## src/rtl/add_cla_pipe_if.sv

```systemverilog
// Handshake and operand/result bundle for the pipelined CLA adder/subtractor.
// The master side issues operands and consumes results; the slave side is the adder.
interface add_cla_pipe_if #(
    parameter int WIDTH = 32
);
    logic             iValid;
    logic             oReady;
    logic [WIDTH-1:0] iA;
    logic [WIDTH-1:0] iB;
    logic             iC;
    logic             iSub;
    logic             oValid;
    logic             iReady;
    logic [WIDTH-1:0] oS;
    logic             oC;
    logic             oV;

    modport master (
        output iValid, iA, iB, iC, iSub, iReady,
        input  oReady, oValid, oS, oC, oV
    );

    modport slave (
        input  iValid, iA, iB, iC, iSub, iReady,
        output oReady, oValid, oS, oC, oV
    );
endinterface

```

## src/rtl/add_cla_pipe.sv

```systemverilog
// Pipelined carry-lookahead adder/subtractor: one SEG-bit CLA segment per stage,
// carry registered between stages, operands skewed in and sums deskewed out.
module add_cla_pipe #(
    parameter int WIDTH = 32,
    parameter int SEG   = 8
) (
    input logic          iClk,
    input logic          iRst,
    add_cla_pipe_if.slave bus
);
    localparam int STAGES = WIDTH / SEG;
    localparam int NGRP   = SEG / 4;

    // SEG-bit CLA built from 4-bit groups; returns {carry_out, sum}.
    function automatic logic [SEG:0] cla_seg(
        input logic [SEG-1:0] a,
        input logic [SEG-1:0] b,
        input logic           cin
    );
        logic [SEG-1:0]  p;
        logic [SEG-1:0]  g;
        logic [SEG:0]    c;
        logic [NGRP-1:0] gg;
        logic [NGRP-1:0] gp;
        logic [NGRP:0]   gc;
        p  = a ^ b;
        g  = a & b;
        c  = {(SEG+1){1'b0}};
        gg = {NGRP{1'b0}};
        gp = {NGRP{1'b1}};
        gc = {(NGRP+1){1'b0}};
        for (int j = 0; j < NGRP; j++) begin
            for (int i = 0; i < 4; i++) begin
                gg[j] = g[4*j+i] | (p[4*j+i] & gg[j]);
                gp[j] = gp[j] & p[4*j+i];
            end
        end
        gc[0] = cin;
        for (int j = 0; j < NGRP; j++) begin
            gc[j+1] = gg[j] | (gp[j] & gc[j]);
        end
        for (int j = 0; j < NGRP; j++) begin
            c[4*j] = gc[j];
            for (int i = 0; i < 3; i++) begin
                c[4*j+i+1] = g[4*j+i] | (p[4*j+i] & c[4*j+i]);
            end
        end
        c[SEG] = gc[NGRP];
        return {c[SEG], p ^ c[SEG-1:0]};
    endfunction

    logic             en_s;
    logic [WIDTH-1:0] be_s;
    logic             cin_s;

    // Subtraction is A + ~B + ~borrow; the mode only shapes what enters the pipe.
    assign be_s  = bus.iSub ? ~bus.iB : bus.iB;
    assign cin_s = bus.iSub ? ~bus.iC : bus.iC;

    for (genvar k = 0; k < STAGES; k++) begin : g_stage
        localparam int SUMW = (k + 1) * SEG;

        logic [SEG-1:0]  seg_a_s;
        logic [SEG-1:0]  seg_b_s;
        logic            seg_cin_s;
        logic            valid_in_s;
        logic [SEG:0]    res_s;
        logic [SUMW-1:0] sum_d;
        logic [SUMW-1:0] sum_q;
        logic            c_d;
        logic            c_q;
        logic            valid_d;
        logic            valid_q;

        if (k == 0) begin : g_head
            assign seg_a_s    = bus.iA[SEG-1:0];
            assign seg_b_s    = be_s[SEG-1:0];
            assign seg_cin_s  = cin_s;
            assign valid_in_s = bus.iValid;
            assign sum_d      = res_s[SEG-1:0];
        end else begin : g_body
            assign seg_a_s    = g_stage[k-1].g_fwd.a_q[SEG-1:0];
            assign seg_b_s    = g_stage[k-1].g_fwd.b_q[SEG-1:0];
            assign seg_cin_s  = g_stage[k-1].c_q;
            assign valid_in_s = g_stage[k-1].valid_q;
            assign sum_d      = {res_s[SEG-1:0], g_stage[k-1].sum_q};
        end

        assign res_s   = cla_seg(seg_a_s, seg_b_s, seg_cin_s);
        assign c_d     = res_s[SEG];
        assign valid_d = valid_in_s;

        // Stage register: segment sum, carry out and valid advance together.
        always_ff @(posedge iClk) begin
            if (iRst) begin
                valid_q <= 1'b0;
                c_q     <= 1'b0;
                sum_q   <= {SUMW{1'b0}};
            end else if (en_s) begin
                valid_q <= valid_d;
                c_q     <= c_d;
                sum_q   <= sum_d;
            end
        end

        // Not-yet-added operand bits, shifted so the next segment sits at bit 0.
        if (k < STAGES - 1) begin : g_fwd
            localparam int REMW = WIDTH - SUMW;
            logic [REMW-1:0] a_d;
            logic [REMW-1:0] b_d;
            logic [REMW-1:0] a_q;
            logic [REMW-1:0] b_q;

            if (k == 0) begin : g_src_in
                assign a_d = bus.iA[WIDTH-1:SEG];
                assign b_d = be_s[WIDTH-1:SEG];
            end else begin : g_src_prev
                assign a_d = g_stage[k-1].g_fwd.a_q[REMW+SEG-1:SEG];
                assign b_d = g_stage[k-1].g_fwd.b_q[REMW+SEG-1:SEG];
            end

            // Operand skew register.
            always_ff @(posedge iClk) begin
                if (iRst) begin
                    a_q <= {REMW{1'b0}};
                    b_q <= {REMW{1'b0}};
                end else if (en_s) begin
                    a_q <= a_d;
                    b_q <= b_d;
                end
            end
        end

        // Carry into the MSB equals a^b^sum at that bit, so overflow needs no extra tap.
        if (k == STAGES - 1) begin : g_last
            logic v_d;
            logic v_q;

            assign v_d = seg_a_s[SEG-1] ^ seg_b_s[SEG-1] ^ res_s[SEG-1] ^ res_s[SEG];

            // Signed-overflow flag register.
            always_ff @(posedge iClk) begin
                if (iRst) begin
                    v_q <= 1'b0;
                end else if (en_s) begin
                    v_q <= v_d;
                end
            end
        end
    end

    // Whole pipe stalls as one when the result is held by the consumer.
    assign en_s       = ~g_stage[STAGES-1].valid_q | bus.iReady;
    assign bus.oReady = en_s;
    assign bus.oValid = g_stage[STAGES-1].valid_q;
    assign bus.oS     = g_stage[STAGES-1].sum_q;
    assign bus.oC     = g_stage[STAGES-1].c_q;
    assign bus.oV     = g_stage[STAGES-1].g_last.v_q;
endmodule

```

## src/flat_wrapper.sv

```systemverilog
// flat-port wrapper written by rule: the top's interface ports become plain ports
module add_cla_pipe_flat 
#(
    parameter int WIDTH = 32,
    parameter int SEG   = 8
)
  (iClk, iRst, bus_iValid, bus_iA, bus_iB, bus_iC, bus_iSub, bus_iReady, bus_oReady, bus_oValid, bus_oS, bus_oC, bus_oV);
  add_cla_pipe_if #(.WIDTH(WIDTH)) bus_i ();
  input logic iClk;
  input logic iRst;
  input wire logic [$bits(bus_i.iValid)-1:0] bus_iValid;
  input wire logic [$bits(bus_i.iA)-1:0] bus_iA;
  input wire logic [$bits(bus_i.iB)-1:0] bus_iB;
  input wire logic [$bits(bus_i.iC)-1:0] bus_iC;
  input wire logic [$bits(bus_i.iSub)-1:0] bus_iSub;
  input wire logic [$bits(bus_i.iReady)-1:0] bus_iReady;
  output wire logic [$bits(bus_i.oReady)-1:0] bus_oReady;
  output wire logic [$bits(bus_i.oValid)-1:0] bus_oValid;
  output wire logic [$bits(bus_i.oS)-1:0] bus_oS;
  output wire logic [$bits(bus_i.oC)-1:0] bus_oC;
  output wire logic [$bits(bus_i.oV)-1:0] bus_oV;
  assign bus_i.iValid = bus_iValid;
  assign bus_i.iA = bus_iA;
  assign bus_i.iB = bus_iB;
  assign bus_i.iC = bus_iC;
  assign bus_i.iSub = bus_iSub;
  assign bus_i.iReady = bus_iReady;
  assign bus_oReady = bus_i.oReady;
  assign bus_oValid = bus_i.oValid;
  assign bus_oS = bus_i.oS;
  assign bus_oC = bus_i.oC;
  assign bus_oV = bus_i.oV;
  add_cla_pipe #(.WIDTH(WIDTH), .SEG(SEG)) u_core (.iClk(iClk), .iRst(iRst), .bus(bus_i));
endmodule
```

## config.mk

```make
export PLATFORM = sky130hd
export DESIGN_NAME = add_cla_pipe_flat
export DESIGN_NICKNAME = d
export VERILOG_FILES = /design/src/rtl/add_cla_pipe_if.sv /design/src/rtl/add_cla_pipe.sv /design/src/flat_wrapper.sv
export SDC_FILE = /design/constraint.sdc
export NUM_CORES = 1
export LEC_CHECK = 0
export ABC_CLOCK_PERIOD_IN_PS = 5950
export CAP_MARGIN = 20
export CORE_MARGIN = 1.5
export CORE_UTILIZATION = 61
export CTS_BUF_LIST = sky130_fd_sc_hd__clkbuf_8
export DETAILED_ROUTE_END_ITERATION = 6
export GPL_ROUTABILITY_DRIVEN = 0
export PLACE_DENSITY = 0.92
export SLEW_MARGIN = 20
export SYNTH_ARGS = -nofsm -noshare
export SYNTH_HDL_FRONTEND = slang
export SYNTH_SLANG_ARGS = --single-unit
```

## constraint.sdc

```tcl
create_clock -name iClk -period 5.95 [get_ports iClk]
set_input_delay 0.595 -clock iClk [delete_from_list [all_inputs] [get_ports iClk]]
set_output_delay 0.595 -clock iClk [all_outputs]
set_load 0.02 [all_outputs]
```

==> impl_metrics.xml <==
<?xml version="1.0" encoding="UTF-8"?>
<metrics>
  <group name="routing">
    <metric name="detailroute.wirelength.met2" unit="microns">7383</metric>
    <metric name="wl_per_cell" unit="microns">13.46</metric>
    <metric name="routed.top_layer" unit="">met4</metric>
    <metric name="drc" unit="">0</metric>
    <metric name="drt_first_pass_iters" unit="">4</metric>
  </group>
  <group name="critical_path">
    <metric name="regToRegSetupSlack" unit="ps">2780</metric>
    <metric name="crit_required" unit="ps">6350</metric>
    <metric name="worstReg2RegEnd" unit="">u_core.bus.oV$_SDFFE_PP0P_</metric>
  </group>
  <group name="worst_hold_path">
    <metric name="hold_path.class" unit="">reg -&gt; reg</metric>
  </group>
  <group name="logic_synthesis">
    <metric name="ys_cells" unit="">937</metric>
    <metric name="synth_xor_xnor_area_share" unit="%">4.484</metric>
    <metric name="adder_share" unit="%">11.00</metric>
  </group>
  <group name="run">
    <metric name="drv_cap" unit="">0</metric>
  </group>
  <group name="timing">
    <metric name="timing.fmax" unit="GHz">0.2931</metric>
    <metric name="grt_setup_unrepaired" unit="">false</metric>
    <metric name="final_critical_path_setup_slack" unit="ps">2539</metric>
  </group>
  <group name="placed_design">
    <metric name="placed_cells_incl_taps" unit="">1152</metric>
    <metric name="portBuffers" unit="">105</metric>
    <metric name="dpl_cell_area" unit="sq um">8951</metric>
  </group>
  <group name="floorplan">
    <metric name="fp.dieW" unit="microns">117.6</metric>
  </group>
  <group name="clocking">
    <metric name="tritoncts" unit="">yes</metric>
  </group>
  <group name="layout">
    <metric name="post_route_non_filler_standard_cell_count" unit="">1184</metric>
    <metric name="drive_gt1_share" unit="%">4.249</metric>
    <metric name="layout.core_utilization" unit="%">73.75</metric>
  </group>
  <group name="run_status">
    <metric name="run_status" unit="">completed</metric>
  </group>
</metrics>
### Supply network

Scale: 4 px per micron. Pins as bars on the die edge.
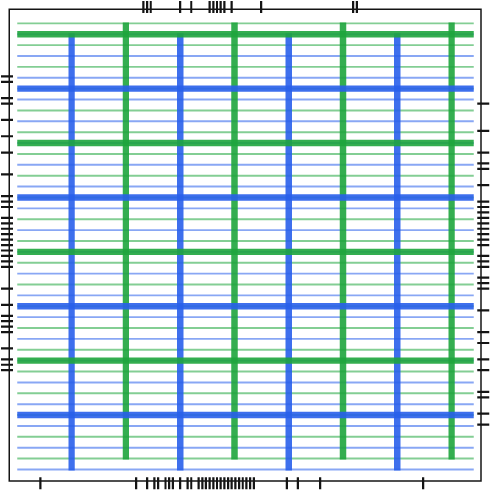
Key: green = VDD; blue = VSS
42 met1 rails follow the rows. 106 signal pins sit on the boundary. 8 straps on met4.

### Placement view

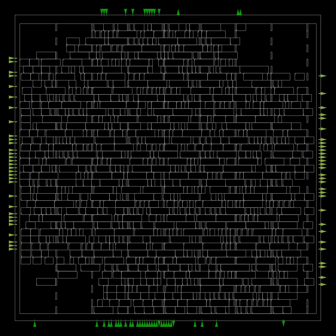
Core Footprint: 12720 sq um
filler cell count in the final layout: 947
Rows: 41
flip-flop and latch share of the layout cell area: 39.47%
flop count: 185

